### src/rtl/rpc_cmd_splitter_if.sv
// Handshake bundle between the AXI front end, the splitter and the RPC command FSM.
// The slave view belongs to the splitter; the master view belongs to its environment.
interface rpc_cmd_splitter_if #(
   parameter int WordsWidth = 16
);
   logic                  txn_valid_i;
   logic                  txn_ready_o;
   logic                  txn_write_i;
   logic [19:0]           txn_addr_i;
   logic [WordsWidth-1:0] txn_words_i;
   logic                  cmd_valid_o;
   logic                  cmd_ready_i;
   logic                  cmd_write_o;
   logic [5:0]            cmd_len_o;
   logic [19:0]           cmd_addr_o;
   logic                  cmd_last_o;
   logic                  busy_o;

   modport slave (
      input  txn_valid_i, txn_write_i, txn_addr_i, txn_words_i, cmd_ready_i,
      output txn_ready_o, cmd_valid_o, cmd_write_o, cmd_len_o, cmd_addr_o,
             cmd_last_o, busy_o
   );

   modport master (
      output txn_valid_i, txn_write_i, txn_addr_i, txn_words_i, cmd_ready_i,
      input  txn_ready_o, cmd_valid_o, cmd_write_o, cmd_len_o, cmd_addr_o,
             cmd_last_o, busy_o
   );
endinterface

### src/rtl/rpc_cmd_splitter.sv
// Splits one linear DRAM transaction into commands of at most MaxBurst words
// that never cross a 2**ColWidth-word row; feeds the RPC command FSM.
module rpc_cmd_splitter #(
   parameter int MaxBurst   = 32,
   parameter int ColWidth   = 6,
   parameter int WordsWidth = 16
) (
   input logic               clk_i,
   input logic               rst_i,
   rpc_cmd_splitter_if.slave bus
);

   localparam int RowBits = ColWidth + 1;
   localparam int LW = (WordsWidth > 7)
                       ? ((WordsWidth > RowBits) ? WordsWidth : RowBits)
                       : ((7 > RowBits) ? 7 : RowBits);

   localparam logic [1:0] IDLE  = 2'd0;
   localparam logic [1:0] SPLIT = 2'd1;
   localparam logic [1:0] GAP   = 2'd2;

   localparam logic [RowBits-1:0] RowWords = RowBits'(1) << ColWidth;

   logic [1:0]            state;
   logic [19:0]           cur_addr;
   logic [WordsWidth-1:0] remaining;
   logic                  is_write;

   logic [RowBits-1:0] row_left;
   logic [LW-1:0]      rem_ext;
   logic [LW-1:0]      row_ext;
   logic [LW-1:0]      burst_ext;
   logic [LW-1:0]      min_rb;
   logic [LW-1:0]      len_ext;
   logic [5:0]         cur_len;
   logic               cur_last;
   logic               in_split;

   assign row_left  = RowWords - {1'b0, cur_addr[ColWidth-1:0]};
   assign rem_ext   = LW'(remaining);
   assign row_ext   = LW'(row_left);
   assign burst_ext = LW'(MaxBurst);
   assign min_rb    = (rem_ext < burst_ext) ? rem_ext : burst_ext;
   assign len_ext   = (min_rb < row_ext) ? min_rb : row_ext;
   assign cur_len   = len_ext[5:0];
   assign cur_last  = (rem_ext == len_ext);
   assign in_split  = (state == SPLIT);

   // Command fields come only from registered state, so nothing here is
   // combinationally dependent on cmd_ready_i or the txn_* inputs.
   assign bus.txn_ready_o = (state == IDLE);
   assign bus.cmd_valid_o = in_split;
   assign bus.busy_o      = in_split;
   assign bus.cmd_write_o = in_split & is_write;
   assign bus.cmd_len_o   = in_split ? cur_len  : 6'd0;
   assign bus.cmd_addr_o  = in_split ? cur_addr : 20'd0;
   assign bus.cmd_last_o  = in_split & cur_last;

   // NOTE: sequential state uses non-blocking assignments so every register
   // samples the pre-edge values of the others, independent of statement order.
   always_ff @(posedge clk_i) begin
      if (rst_i) begin
         state     <= IDLE;
         cur_addr  <= '0;
         remaining <= '0;
         is_write  <= 1'b0;
      end else begin
         case (state)
            IDLE: begin
               // A zero-word transaction is consumed without issuing anything.
               if (bus.txn_valid_i && (bus.txn_words_i != '0)) begin
                  cur_addr  <= bus.txn_addr_i;
                  remaining <= bus.txn_words_i;
                  is_write  <= bus.txn_write_i;
                  state     <= SPLIT;
               end
            end
            SPLIT: begin
               if (bus.cmd_ready_i) begin
                  cur_addr  <= cur_addr + 20'(cur_len);
                  remaining <= remaining - len_ext[WordsWidth-1:0];
                  if (cur_last) state <= GAP;
               end
            end
            GAP:     state <= IDLE;
            default: state <= IDLE;
         endcase
      end
   end

endmodule
### src/flat_wrapper.sv
// flat-port wrapper written by rule: the top's interface ports become plain ports
module rpc_cmd_splitter_flat 
#(
   parameter int MaxBurst   = 32,
   parameter int ColWidth   = 6,
   parameter int WordsWidth = 16
)
  (clk_i, rst_i, bus_txn_valid_i, bus_txn_write_i, bus_txn_addr_i, bus_txn_words_i, bus_cmd_ready_i, bus_txn_ready_o, bus_cmd_valid_o, bus_cmd_write_o, bus_cmd_len_o, bus_cmd_addr_o, bus_cmd_last_o, bus_busy_o);
  rpc_cmd_splitter_if #(.WordsWidth(WordsWidth)) bus_i ();
  input logic clk_i;
  input logic rst_i;
  input wire logic [$bits(bus_i.txn_valid_i)-1:0] bus_txn_valid_i;
  input wire logic [$bits(bus_i.txn_write_i)-1:0] bus_txn_write_i;
  input wire logic [$bits(bus_i.txn_addr_i)-1:0] bus_txn_addr_i;
  input wire logic [$bits(bus_i.txn_words_i)-1:0] bus_txn_words_i;
  input wire logic [$bits(bus_i.cmd_ready_i)-1:0] bus_cmd_ready_i;
  output wire logic [$bits(bus_i.txn_ready_o)-1:0] bus_txn_ready_o;
  output wire logic [$bits(bus_i.cmd_valid_o)-1:0] bus_cmd_valid_o;
  output wire logic [$bits(bus_i.cmd_write_o)-1:0] bus_cmd_write_o;
  output wire logic [$bits(bus_i.cmd_len_o)-1:0] bus_cmd_len_o;
  output wire logic [$bits(bus_i.cmd_addr_o)-1:0] bus_cmd_addr_o;
  output wire logic [$bits(bus_i.cmd_last_o)-1:0] bus_cmd_last_o;
  output wire logic [$bits(bus_i.busy_o)-1:0] bus_busy_o;
  assign bus_i.txn_valid_i = bus_txn_valid_i;
  assign bus_i.txn_write_i = bus_txn_write_i;
  assign bus_i.txn_addr_i = bus_txn_addr_i;
  assign bus_i.txn_words_i = bus_txn_words_i;
  assign bus_i.cmd_ready_i = bus_cmd_ready_i;
  assign bus_txn_ready_o = bus_i.txn_ready_o;
  assign bus_cmd_valid_o = bus_i.cmd_valid_o;
  assign bus_cmd_write_o = bus_i.cmd_write_o;
  assign bus_cmd_len_o = bus_i.cmd_len_o;
  assign bus_cmd_addr_o = bus_i.cmd_addr_o;
  assign bus_cmd_last_o = bus_i.cmd_last_o;
  assign bus_busy_o = bus_i.busy_o;
  rpc_cmd_splitter #(.MaxBurst(MaxBurst), .ColWidth(ColWidth), .WordsWidth(WordsWidth)) u_core (.clk_i(clk_i), .rst_i(rst_i), .bus(bus_i));
endmodule
### config.mk
export PLATFORM = sky130hd
export DESIGN_NAME = rpc_cmd_splitter_flat
export DESIGN_NICKNAME = d
export VERILOG_FILES = /design/src/rtl/rpc_cmd_splitter_if.sv /design/src/rtl/rpc_cmd_splitter.sv /design/src/flat_wrapper.sv
export SDC_FILE = /design/constraint.sdc
export NUM_CORES = 1
export LEC_CHECK = 0
export ABC_AREA = 1
export CAP_MARGIN = 20
export CORE_ASPECT_RATIO = 1.1
export CORE_UTILIZATION = 33
export CTS_CLUSTER_DIAMETER = 80
export DETAILED_ROUTE_END_ITERATION = 16
export PLACE_DENSITY = 0.53
export SKIP_CTS_REPAIR_TIMING = 1
export SLEW_MARGIN = 40
export SYNTH_ARGS = -nofsm -noshare
export SYNTH_HDL_FRONTEND = slang
export SYNTH_SLANG_ARGS = --single-unit
### constraint.sdc
create_clock -name clk_i -period 5.72 [get_ports clk_i]
set_clock_uncertainty 0.2 [all_clocks]
set_input_delay 1.43 -clock clk_i [delete_from_list [all_inputs] [get_ports clk_i]]
set_output_delay 1.43 -clock clk_i [all_outputs]
set_load 0.02 [all_outputs]
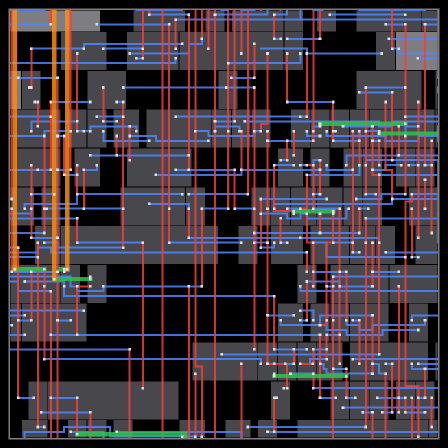
detail.png
Window x 36 to 66, y 64 to 94 um. Cells in gray, sequential cells in the stronger gray; small squares are vias.
Key: green = metal 3; red = metal 2; blue = metal 1; orange = metal 4
85 logic cells have their middle in the window. Most frequent: nand2_1 (23), inv_1 (16), ha_1 (9). Sequential cells in the window: 1. Netlist names of flops here include `u_core.rem_ext` (1).

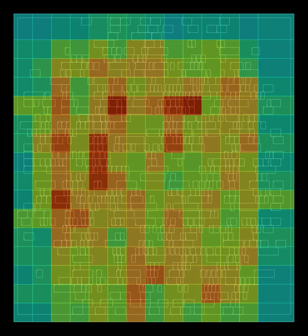
congestion.png
met1 layer usage reported by global route: 25.9%
Most Crowded Layer GR: met2
met2 capacity usage during global routing: 35.0%
GRT Util Overall: 20.0%
mean routed wirelength per cell: 13.5 um

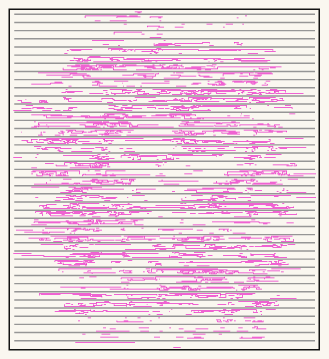
layer_met1.png
Scale: 3 px per um. Supply wires on this layer in gray.
The layer carries 5080 um of wire. The layer holds 46% of the routed length.

logic make-up after synthesis:
group / share of synthesized area, %
and+or+nand+nor: 34.7
AOI/OAI and AO/OA: 19.5
buffers and inverters: 10.6
DFF: 21.1
adders and majority gates: 10.6
xor gates and xnor gates: 2.37
muxes: 0.813
other: 0.203
Yosys cell counts (all sizes together):
cell type  instances  share of area, %
o211a              1              0.27
inv               74               7.6
clkbuf             6              0.61
ha                28               9.5
nand4              3              0.51
nor4               6               1.0
or2                4              0.68
dfxtp             39                21
mux2i              3              0.81
nand2            142                16
nor3b              2              0.41
xnor2              2              0.47
a21o               3              0.61
buf               14               2.4
fa                 2               1.1
conb               2              0.20
a22o               2              0.47
a31oi              1              0.17
nand3b             2              0.41
xor2               8               1.9
a21oi             66               8.9
a22oi              2              0.41
o21a               2              0.41
o21bai             3              0.61
o21ai             52               7.2
nand3             43               5.8
nor3              20               2.7
a221oi             1              0.41
nor2              70               7.6
per-layer routing:
metal	GRT usage, %	up-vias	wire (um)
li1	-	2116	-
met3	1.73	12	281
met5	0	-	0
met4	5.26	0	194
met1	25.9	1848	5080
met2	35.0	75	5490
flip-flops by register name, summed over array words and instances, names as in the netlist:
name / cells
u_core.state: 2
u_core.rem_ext: 16
u_core.is_write: 1
u_core.cur_addr: 20
worst max path at each step:
stage | from | end | slack [ns]
after floorplan | u_core.cur_addr[1] | bus_cmd_last_o | 1.01
after global placement | u_core.cur_addr[0] | bus_cmd_last_o | 0.40
after detailed placement | u_core.cur_addr[1] | bus_cmd_last_o | 0.29
after CTS | u_core.cur_addr[1] | bus_cmd_last_o | -0.02
after global routing | u_core.cur_addr[1] | bus_cmd_last_o | 0.09
final | u_core.cur_addr[1] | bus_cmd_last_o | 0.43
==> flow_metrics.env <==
# source this file to load flow results
export IMPL_top_power_group="combinational logic"
export IMPL_post_dp_cell_area_um2=4530
export IMPL_placementRows=40
export IMPL_synth_lib_cells_used_distinct=41
export IMPL_nonClockBufferCount=74
export IMPL_tool_warnings=26
export IMPL_synthesis_area_um2=3690
export IMPL_ctsRootBufferMaster="sky130_fd_sc_hd__clkbuf_16"
export IMPL_pg_clk_uw=324
export IMPL_min_delay_path_depth=2
export IMPL_slew_headroom_pct=62.3
export IMPL_power_sequential_fraction_pct=25.1
export IMPL_holdCritStartpoint="u_core.is_write"
export IMPL_sequential_share_of_cell_area_pct=16.6
export IMPL_cellPowerDensity_nw_per_um2=282
export IMPL_drt_wl_total_mm=11.1
export IMPL_worst_hold_path_endpoint="u_core.is_write"
export IMPL_grt_antenna_before_repair=0
export IMPL_biggestCellCategory="logic gates"
export IMPL_antenna_cells_inserted=0
export IMPL_worst_path_maximum_fanout=7
export IMPL_ctsHtreeMaxLevel=2
export IMPL_chip_area_um2=11600
export IMPL_layout_top_cell_excl_fill_tap="sky130_fd_sc_hd__nand2_1"
export IMPL_worst_slew_pin_slew_ns=0.565
export IMPL_ioPinCount=72
export IMPL_design_final_nets=742
export IMPL_power_net_switching_uw=563
export IMPL_critical_path_slowest_cell="sky130_fd_sc_hd__ha_1"
export IMPL_io_buffers=71
export IMPL_route_vias_total=4051
export IMPL_comb_area_share_pct=54.3
export IMPL_critical_path_buf_inv_count=6
export IMPL_antenna_left=0
export IMPL_critPathMostFrequentCell="sky130_fd_sc_hd__inv_1"
export IMPL_logic_gate_count=477
export IMPL_required_ns=4.09
export IMPL_tap_cell_count=147
export IMPL_drt_initial_drc_count=140
export IMPL_dp_worst_setup_slack_ns=0.294
export IMPL_worst_r2r_setup_slack_ns=1.67
export IMPL_num_fill_cells=1203
export IMPL_sequential_cell_total=39
export IMPL_path_class="reg2out"
export IMPL_gp_routability_congestion=0.885
export IMPL_detailed_place_hpwl_mm=8.43
export IMPL_post_synth_inst_count=603
export IMPL_non_cts_inverters=74
export IMPL_fmaxAchievable_mhz=189
export IMPL_outcome="finished, final reports clean"
export IMPL_final_setup_worst_slack_ns=0.431
export IMPL_max_cap_viol_count=0
export IMPL_area_share_clock_buf_inv_pct=3.46
export IMPL_dp_cells=811
export IMPL_comb_power_uw=669
export IMPL_final_layout_top_logic_cells="131 x sky130_fd_sc_hd__nand2_1, 70 x sky130_fd_sc_hd__clkdlybuf4s50_1, 69 x sky130_fd_sc_hd__inv_1, 66 x sky130_fd_sc_hd__nor2_1, 66 x sky130_fd_sc_hd__a21oi_1"
export IMPL_layout_cell_area_non_filler_um2=4700
export IMPL_postSynthAreaPerCell_um2=6.13
